**Sequential cells colored by netlist name**

The bar under the picture is 20 um long. Other sequential cells in the stronger gray, the rest of the logic in the fainter gray.
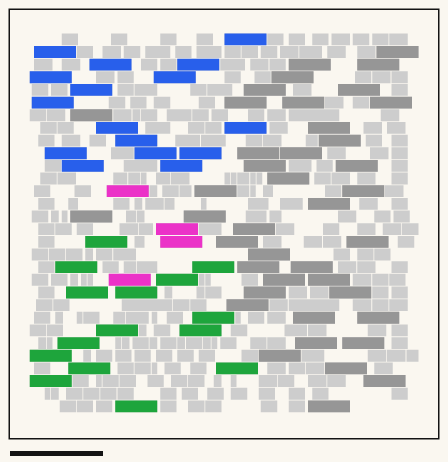
**Routing congestion**

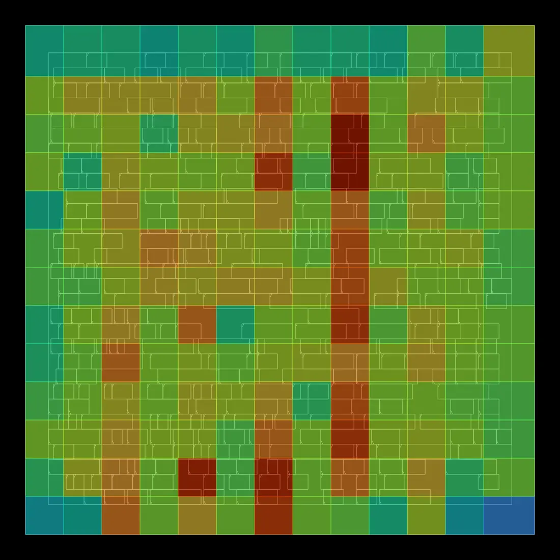
**Signal wires by layer**

The bar under the picture is 20 um long.
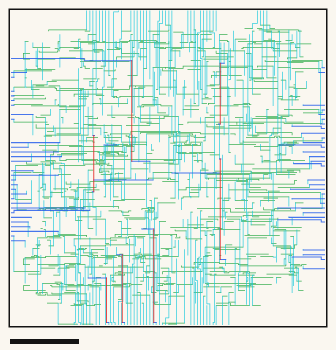
**Logic cells by family**

The bar under the picture is 20 um long.
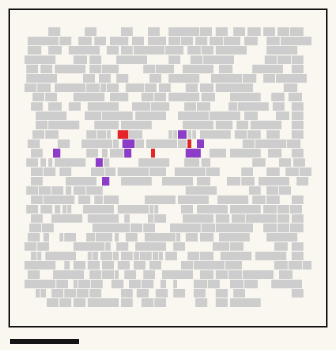
<file path="config.mk">
export PLATFORM = sky130hd
export DESIGN_NAME = vram_arbiter
export DESIGN_NICKNAME = d
export VERILOG_FILES = /design/src/rtl/vram_pkg.sv /design/src/rtl/vram_arb_select.sv /design/src/rtl/vram_arbiter.sv
export SDC_FILE = /design/constraint.sdc
export NUM_CORES = 1
export LEC_CHECK = 0
export CORE_MARGIN = 4
export CORE_UTILIZATION = 46
export DETAILED_ROUTE_END_ITERATION = 6
export HOLD_SLACK_MARGIN = 0.02
export PLACE_DENSITY_LB_ADDON = 0.1
export SKIP_CTS_REPAIR_TIMING = 1
export SKIP_LAST_GASP = 1
export SYNTH_ARGS = -nofsm -noshare
export SYNTH_HDL_FRONTEND = slang
export SYNTH_HIERARCHICAL = 1
export SYNTH_SLANG_ARGS = --single-unit
</file>
<file path="constraint.sdc">
create_clock -name clk -period 3.78 [get_ports clk]
set_clock_uncertainty 0.15 [all_clocks]
set_input_delay 0.378 -clock clk [delete_from_list [all_inputs] [get_ports clk]]
set_output_delay 0.378 -clock clk [all_outputs]
set_load 0.01 [all_outputs]
</file>
<file path="src/rtl/vram_pkg.sv">
// Shared definitions for the VRAM arbiter: widths, FSM states, owner codes
// and the saturating starvation-counter increment.
package vram_pkg;

    localparam int VRAM_ADDR_W = 15;
    localparam int VRAM_DATA_W = 16;
    localparam int WAIT_W      = 4;

    typedef enum logic [1:0] {
        ST_IDLE   = 2'd0,
        ST_ACCESS = 2'd1,
        ST_DONE   = 2'd2
    } state_e;

    localparam logic OWN_VGA = 1'b0;
    localparam logic OWN_CPU = 1'b1;

    // Count one more lost arbitration, never passing the limit.
    function automatic logic [WAIT_W-1:0] wait_sat_inc(
        input logic [WAIT_W-1:0] cnt,
        input logic [WAIT_W-1:0] limit
    );
        logic [WAIT_W-1:0] res;
        if (cnt >= limit) begin
            res = limit;
        end else begin
            res = cnt + 4'd1;
        end
        return res;
    endfunction

endpackage

</file>
<file path="src/rtl/vram_arb_select.sv">
// Priority selection between display and CPU. The display wins ties unless
// the CPU has lost enough consecutive arbitrations to hit the starvation limit.
module vram_arb_select
    import vram_pkg::*;
#(
    parameter int STARVE_LIMIT = 4
) (
    input  logic              vga_req,
    input  logic              cpu_req,
    input  logic [WAIT_W-1:0] wait_cnt,
    output logic              grant_cpu,
    output logic              grant_any
);

    localparam logic [WAIT_W-1:0] LIMIT = WAIT_W'(STARVE_LIMIT);

    // Starved CPU first, then display, then CPU.
    always_comb begin
        grant_any = vga_req | cpu_req;
        grant_cpu = 1'b0;
        if (cpu_req && (wait_cnt == LIMIT)) begin
            grant_cpu = 1'b1;
        end else if (vga_req) begin
            grant_cpu = 1'b0;
        end else begin
            grant_cpu = cpu_req;
        end
    end

endmodule

</file>
<file path="src/rtl/vram_arbiter.sv">
// Shares one single-port synchronous VRAM between the display fetch path and
// the CPU. Every access is IDLE -> ACCESS -> DONE; read data from the RAM
// arrives in DONE, where the owner receives its one-cycle completion pulse.
module vram_arbiter
    import vram_pkg::*;
#(
    parameter int ADDR_W       = VRAM_ADDR_W,
    parameter int DATA_W       = VRAM_DATA_W,
    parameter int STARVE_LIMIT = 4
) (
    input  logic              clk,
    input  logic              reset,
    input  logic              enable,
    input  logic              vga_req,
    input  logic [ADDR_W-1:0] vga_addr,
    output logic [DATA_W-1:0] vga_data,
    output logic              vga_valid,
    input  logic              cpu_req,
    input  logic              cpu_we,
    input  logic [ADDR_W-1:0] cpu_addr,
    input  logic [DATA_W-1:0] cpu_wdata,
    output logic [DATA_W-1:0] cpu_rdata,
    output logic              cpu_ack,
    output logic              mem_en,
    output logic              mem_we,
    output logic [ADDR_W-1:0] mem_addr,
    output logic [DATA_W-1:0] mem_wdata,
    input  logic [DATA_W-1:0] mem_rdata,
    output logic              busy
);

    state_e            state_q,     state_d;
    logic              owner_q,     owner_d;
    logic              we_q,        we_d;
    logic [WAIT_W-1:0] wait_cnt_q,  wait_cnt_d;
    logic              mem_en_q,    mem_en_d;
    logic              mem_we_q,    mem_we_d;
    logic [ADDR_W-1:0] mem_addr_q,  mem_addr_d;
    logic [DATA_W-1:0] mem_wdata_q, mem_wdata_d;
    logic [DATA_W-1:0] vga_data_q,  vga_data_d;
    logic [DATA_W-1:0] cpu_rdata_q, cpu_rdata_d;
    logic              vga_valid_q, vga_valid_d;
    logic              cpu_ack_q,   cpu_ack_d;
    logic              busy_q,      busy_d;
    logic              grant_cpu_s, grant_any_s;
    logic              vga_done_s,  cpu_rd_done_s;

    localparam logic [WAIT_W-1:0] LIMIT = WAIT_W'(STARVE_LIMIT);

    vram_arb_select #(
        .STARVE_LIMIT(STARVE_LIMIT)
    ) u_select (
        .vga_req  (vga_req),
        .cpu_req  (cpu_req),
        .wait_cnt (wait_cnt_q),
        .grant_cpu(grant_cpu_s),
        .grant_any(grant_any_s)
    );

    // Next-state, latch, counter and registered-output computation.
    always_comb begin
        state_d     = state_q;
        owner_d     = owner_q;
        we_d        = we_q;
        wait_cnt_d  = wait_cnt_q;
        mem_addr_d  = mem_addr_q;
        mem_wdata_d = mem_wdata_q;
        vga_data_d  = vga_data_q;
        cpu_rdata_d = cpu_rdata_q;
        mem_en_d    = 1'b0;
        mem_we_d    = 1'b0;
        vga_valid_d = 1'b0;
        cpu_ack_d   = 1'b0;
        busy_d      = 1'b0;
        case (state_q)
            ST_IDLE: begin
                if (enable && grant_any_s) begin
                    state_d  = ST_ACCESS;
                    mem_en_d = 1'b1;
                    busy_d   = 1'b1;
                    if (grant_cpu_s) begin
                        owner_d     = OWN_CPU;
                        we_d        = cpu_we;
                        mem_we_d    = cpu_we;
                        mem_addr_d  = cpu_addr;
                        mem_wdata_d = cpu_wdata;
                        wait_cnt_d  = 4'd0;
                    end else begin
                        // Display fetches never write; write data stays as it was.
                        owner_d    = OWN_VGA;
                        we_d       = 1'b0;
                        mem_addr_d = vga_addr;
                        if (cpu_req) begin
                            wait_cnt_d = wait_sat_inc(wait_cnt_q, LIMIT);
                        end else begin
                            wait_cnt_d = wait_cnt_q;
                        end
                    end
                end else begin
                    state_d = ST_IDLE;
                end
            end
            ST_ACCESS: begin
                state_d     = ST_DONE;
                busy_d      = 1'b1;
                vga_valid_d = (owner_q == OWN_VGA);
                cpu_ack_d   = (owner_q == OWN_CPU);
            end
            ST_DONE: begin
                state_d = ST_IDLE;
                if (owner_q == OWN_VGA) begin
                    vga_data_d = mem_rdata;
                end else if (!we_q) begin
                    cpu_rdata_d = mem_rdata;
                end else begin
                    cpu_rdata_d = cpu_rdata_q;
                end
            end
            default: begin
                state_d = ST_IDLE;
            end
        endcase
    end

    // State and output registers; asynchronous reset abandons any access.
    always_ff @(posedge clk or negedge reset) begin
        if (!reset) begin
            state_q     <= ST_IDLE;
            owner_q     <= OWN_VGA;
            we_q        <= 1'b0;
            wait_cnt_q  <= 4'd0;
            mem_en_q    <= 1'b0;
            mem_we_q    <= 1'b0;
            mem_addr_q  <= '0;
            mem_wdata_q <= '0;
            vga_data_q  <= '0;
            cpu_rdata_q <= '0;
            vga_valid_q <= 1'b0;
            cpu_ack_q   <= 1'b0;
            busy_q      <= 1'b0;
        end else begin
            state_q     <= state_d;
            owner_q     <= owner_d;
            we_q        <= we_d;
            wait_cnt_q  <= wait_cnt_d;
            mem_en_q    <= mem_en_d;
            mem_we_q    <= mem_we_d;
            mem_addr_q  <= mem_addr_d;
            mem_wdata_q <= mem_wdata_d;
            vga_data_q  <= vga_data_d;
            cpu_rdata_q <= cpu_rdata_d;
            vga_valid_q <= vga_valid_d;
            cpu_ack_q   <= cpu_ack_d;
            busy_q      <= busy_d;
        end
    end

    // RAM data only exists during DONE, so the owner sees it there directly
    // alongside its completion pulse; afterwards the captured copy holds it.
    assign vga_done_s    = (state_q == ST_DONE) && (owner_q == OWN_VGA);
    assign cpu_rd_done_s = (state_q == ST_DONE) && (owner_q == OWN_CPU) && !we_q;
    assign vga_data      = vga_done_s    ? mem_rdata : vga_data_q;
    assign cpu_rdata     = cpu_rd_done_s ? mem_rdata : cpu_rdata_q;

    assign vga_valid = vga_valid_q;
    assign cpu_ack   = cpu_ack_q;
    assign mem_en    = mem_en_q;
    assign mem_we    = mem_we_q;
    assign mem_addr  = mem_addr_q;
    assign mem_wdata = mem_wdata_q;
    assign busy      = busy_q;

endmodule

</file>
==> impl_metrics.yaml <==
# physical design summary
grt:
  first_global_vias: 2404
  overflow: 0
  grt_pass1_wl_um: 12000
  grt_antenna_before_repair: 0
  grt_start_max_net_pins: 77
setup_path:
  crit_type: "reg -> out"
  path_max_fanout: 30
  startpoint: "state_q[0]"
  crit_path_end: "cpu_rdata[2]"
  crit_arrival_ps: 2490
  worstPathRequired_ps: 3250
  reg2regPathDepth: 5
  worstSetupStartpointType: "flip-flop"
  r2r-end: "mem_addr[12]"
  r2r-start: "wait_cnt_q[1]"
  crit_path_end_kind: "output port"
  reg2reg_slack_ps: 1310
synthesis:
  async_reset_ff_share_pct: 100
  area_leaders: "dfrtp_1 59%, mux2_2 19%, mux2i_1 4.6%"
  ys_area_sq_um: 3240
  ys_cells: 225
  yosysTopAreaCell: "dfrtp_1"
  yosysTopAreaCellShare_pct: 58.6
  synth_flops: 76
  most_common_cell: "dfrtp_1"
  synthCells: 225
  synth_seq_share_pct: 58.6
  edf_count: 0
  synth_warnings: 6
  syn_area_sq_um: 3240
  synthTopCellsByCount: "76 x dfrtp_1, 55 x mux2_2, 18 x nand2_1, 17 x o21ai_0, 15 x mux2i_1"
  synth_area_per_cell_sq_um: 14.4
  ys_types: 31
  synth_nets: 294
  ys.flop_type: "dfrtp_1"
final_layout:
  final_nets: 432
  layout-drive-gt1-share_pct: 24.5
  antenna_cells: 0
  final_area_sq_um: 4900
  syn_to_final_growth_pct: 50.9
  final_cell_mix: "134 x clkdlybuf4s50_1, 76 x dfrtp_1, 55 x mux2_2"
  fillCellCount: 524
die:
  die_y_um: 92.0
  io_pins: 136
  core_area_sq_um: 6830
  chipArea_sq_um: 8460
  die_w_um: 92.0
  fp_util_pct: 47.5
  num_rows: 30
final_timing:
  min_period_over_period_pct: 79.7
  fin_tns_setup_ps: 0
  max_freq_mhz: 332
  max_slew.worst_pin.slew_ps: 947
  rsz0062_at_grt: "false"
  slew_headroom_pct: 36.9
  fin_crit_ps: 3010
  timing.final.ws_setup_ps: 767
  hold_ws_ps: 25.3
  maxSlewViolCount: 0
  setup_viol_count_final: 0
  hold_viol_final: 0
place:
  io_buffers: 135
  dp_slack_ps: 1120
  dp_cells: 448
  place_hpwl_um: 5180
  place_congestion: 0.741
  placedInstanceArea_sq_um: 4650
pwr:
  totalPowerFinal_w: 0.00327
  swShare_pct: 27.3
  switching_power_w: 0.000891
  peakVddDrop_v: 0.000317
  p_int_w: 0.00238
  seq_power_share_pct: 37.5
  combPwrFrac_pct: 39.3
  powerDensity_nw_per_um2: 668
  clock_power_share_pct: 23.2
  leakage_nw: 2.13
drt:
  drc: 0
  first_pass_iters: 4
  ant_nets: 0
  drt_first_iter_violations: 71
  vias_per_cell: 4.89
clocking:
  clk_pin_slew_worst_paths_ps: 80
  worstSkewPairLatency_ps: 340
  cts_max_level: 3
  clockRootBuffer: "clkbuf_8"
  cts_sinks: 76
  clk_path_buf_depth: 2
  numCtsBuffers: 9
  cts_tree: "yes"
run:
  tool_warnings: 26
  cap_violations: 0
min_path:
  hold_path_class: "in -> async"
run_status:
  status: "complete, no violations"
-- 'sequential cells colored by netlist name' (at the start) --
wait_cnt_q -> magenta  # flops 4
mem_wdata -> blue  # flops 16
mem_addr -> green  # flops 15
not colored = 41
Util after Layout: 71.7%
register area: 1900 sq um

-- 'routing congestion' (at the start) --
layer carrying the most global-route usage: met2
met1 GRT Util: 22.1%

-- 'signal wires by layer' (at the start) --
M3 -> blue  # wire length 451 um
M4 -> red  # wire length 152 um
M1 -> green  # wire length 3050 um
M2 -> cyan  # wire length 3610 um
Avg WL per Cell: 15.7 um
DR vias: 2270
Tot GR Track Use: 18.0%
drt total wl: 7260 um

-- 'logic cells by family' (at the start) --
inv cells -> red  # cells 3, most used inv_1
and/or cells -> purple  # cells 8
dominant logic cell type in the layout: clkdlybuf4s50_1
Comb area share: 25.1%
final std cells w/o fill: 464

==> cells by family (layout without fill, tap and decap cells) <==
kind of cell	Yosys count	after routing	synth area share, %
AND-OR/OR-AND	21	21	3.59
flip-flops	76	76	58.6
adder cells (fa/ha/maj)	1	1	0.386
AND/OR/NAND/NOR	32	32	5.71
buffers and inverters	15	158	3.59
multiplexers	80	80	28.1
==> registers in the layout (all words and copies together) (netlist names) <==
register and cells:
cpu_ack 1, mem_we 1, mem_wdata 16, state_q 2, we_q 1, vga_data_q 16
cpu_rdata_q 16, mem_addr 15, wait_cnt_q 4, vga_valid 1, mem_en 1, busy 1
owner_q 1
==> power by group through the flow <==
stage	clock, W	combinational, W	sequential (W)
after detailed placement	0	0.00130	0.00124
after CTS	0.000782	0.00131	0.00123
after global placement	0	0.00128	0.00123
after global routing	0.000811	0.00138	0.00127
after floorplan	0	0.000541	0.00127
final	0.000759	0.00128	0.00123
==> critical path: stages (launching register included) <==
cell and delay (ps):
dfrtp_1 410, and4bb_2 820, mux2_2 420, clkdlybuf4s50_1 490
==> layout make-up <==
type,count,area (sq um),area share [%]
multi-input combinational,134,1230,25.1
clock buffer,10,138,2.81
tap,96,120,2.45
timing repair buffer,139,1380,28.2
sequential,76,1900,38.8
clock inverter,6,111,2.27
inverter,3,16.3,0.332
==> how the worst min path moves through the flow <==
stage	end	slack [ps]	depth (start not counted)
finish	cpu_rdata_q[6]	30	1
global route	cpu_rdata_q[6]	90	1
CTS	cpu_rdata_q[6]	50	1
detailed placement	mem_addr[10]	320	2
global placement	we_q	300	1
floorplan	busy	-70	0
==> metal layers <==
metal  track usage, %  share of wire (%)
met3             5.25                6.2
met1             22.1                 42
met4             8.91                2.1
met5                0                  0
met2             29.0                 50
Power is estimated from default activity; no workload was simulated.
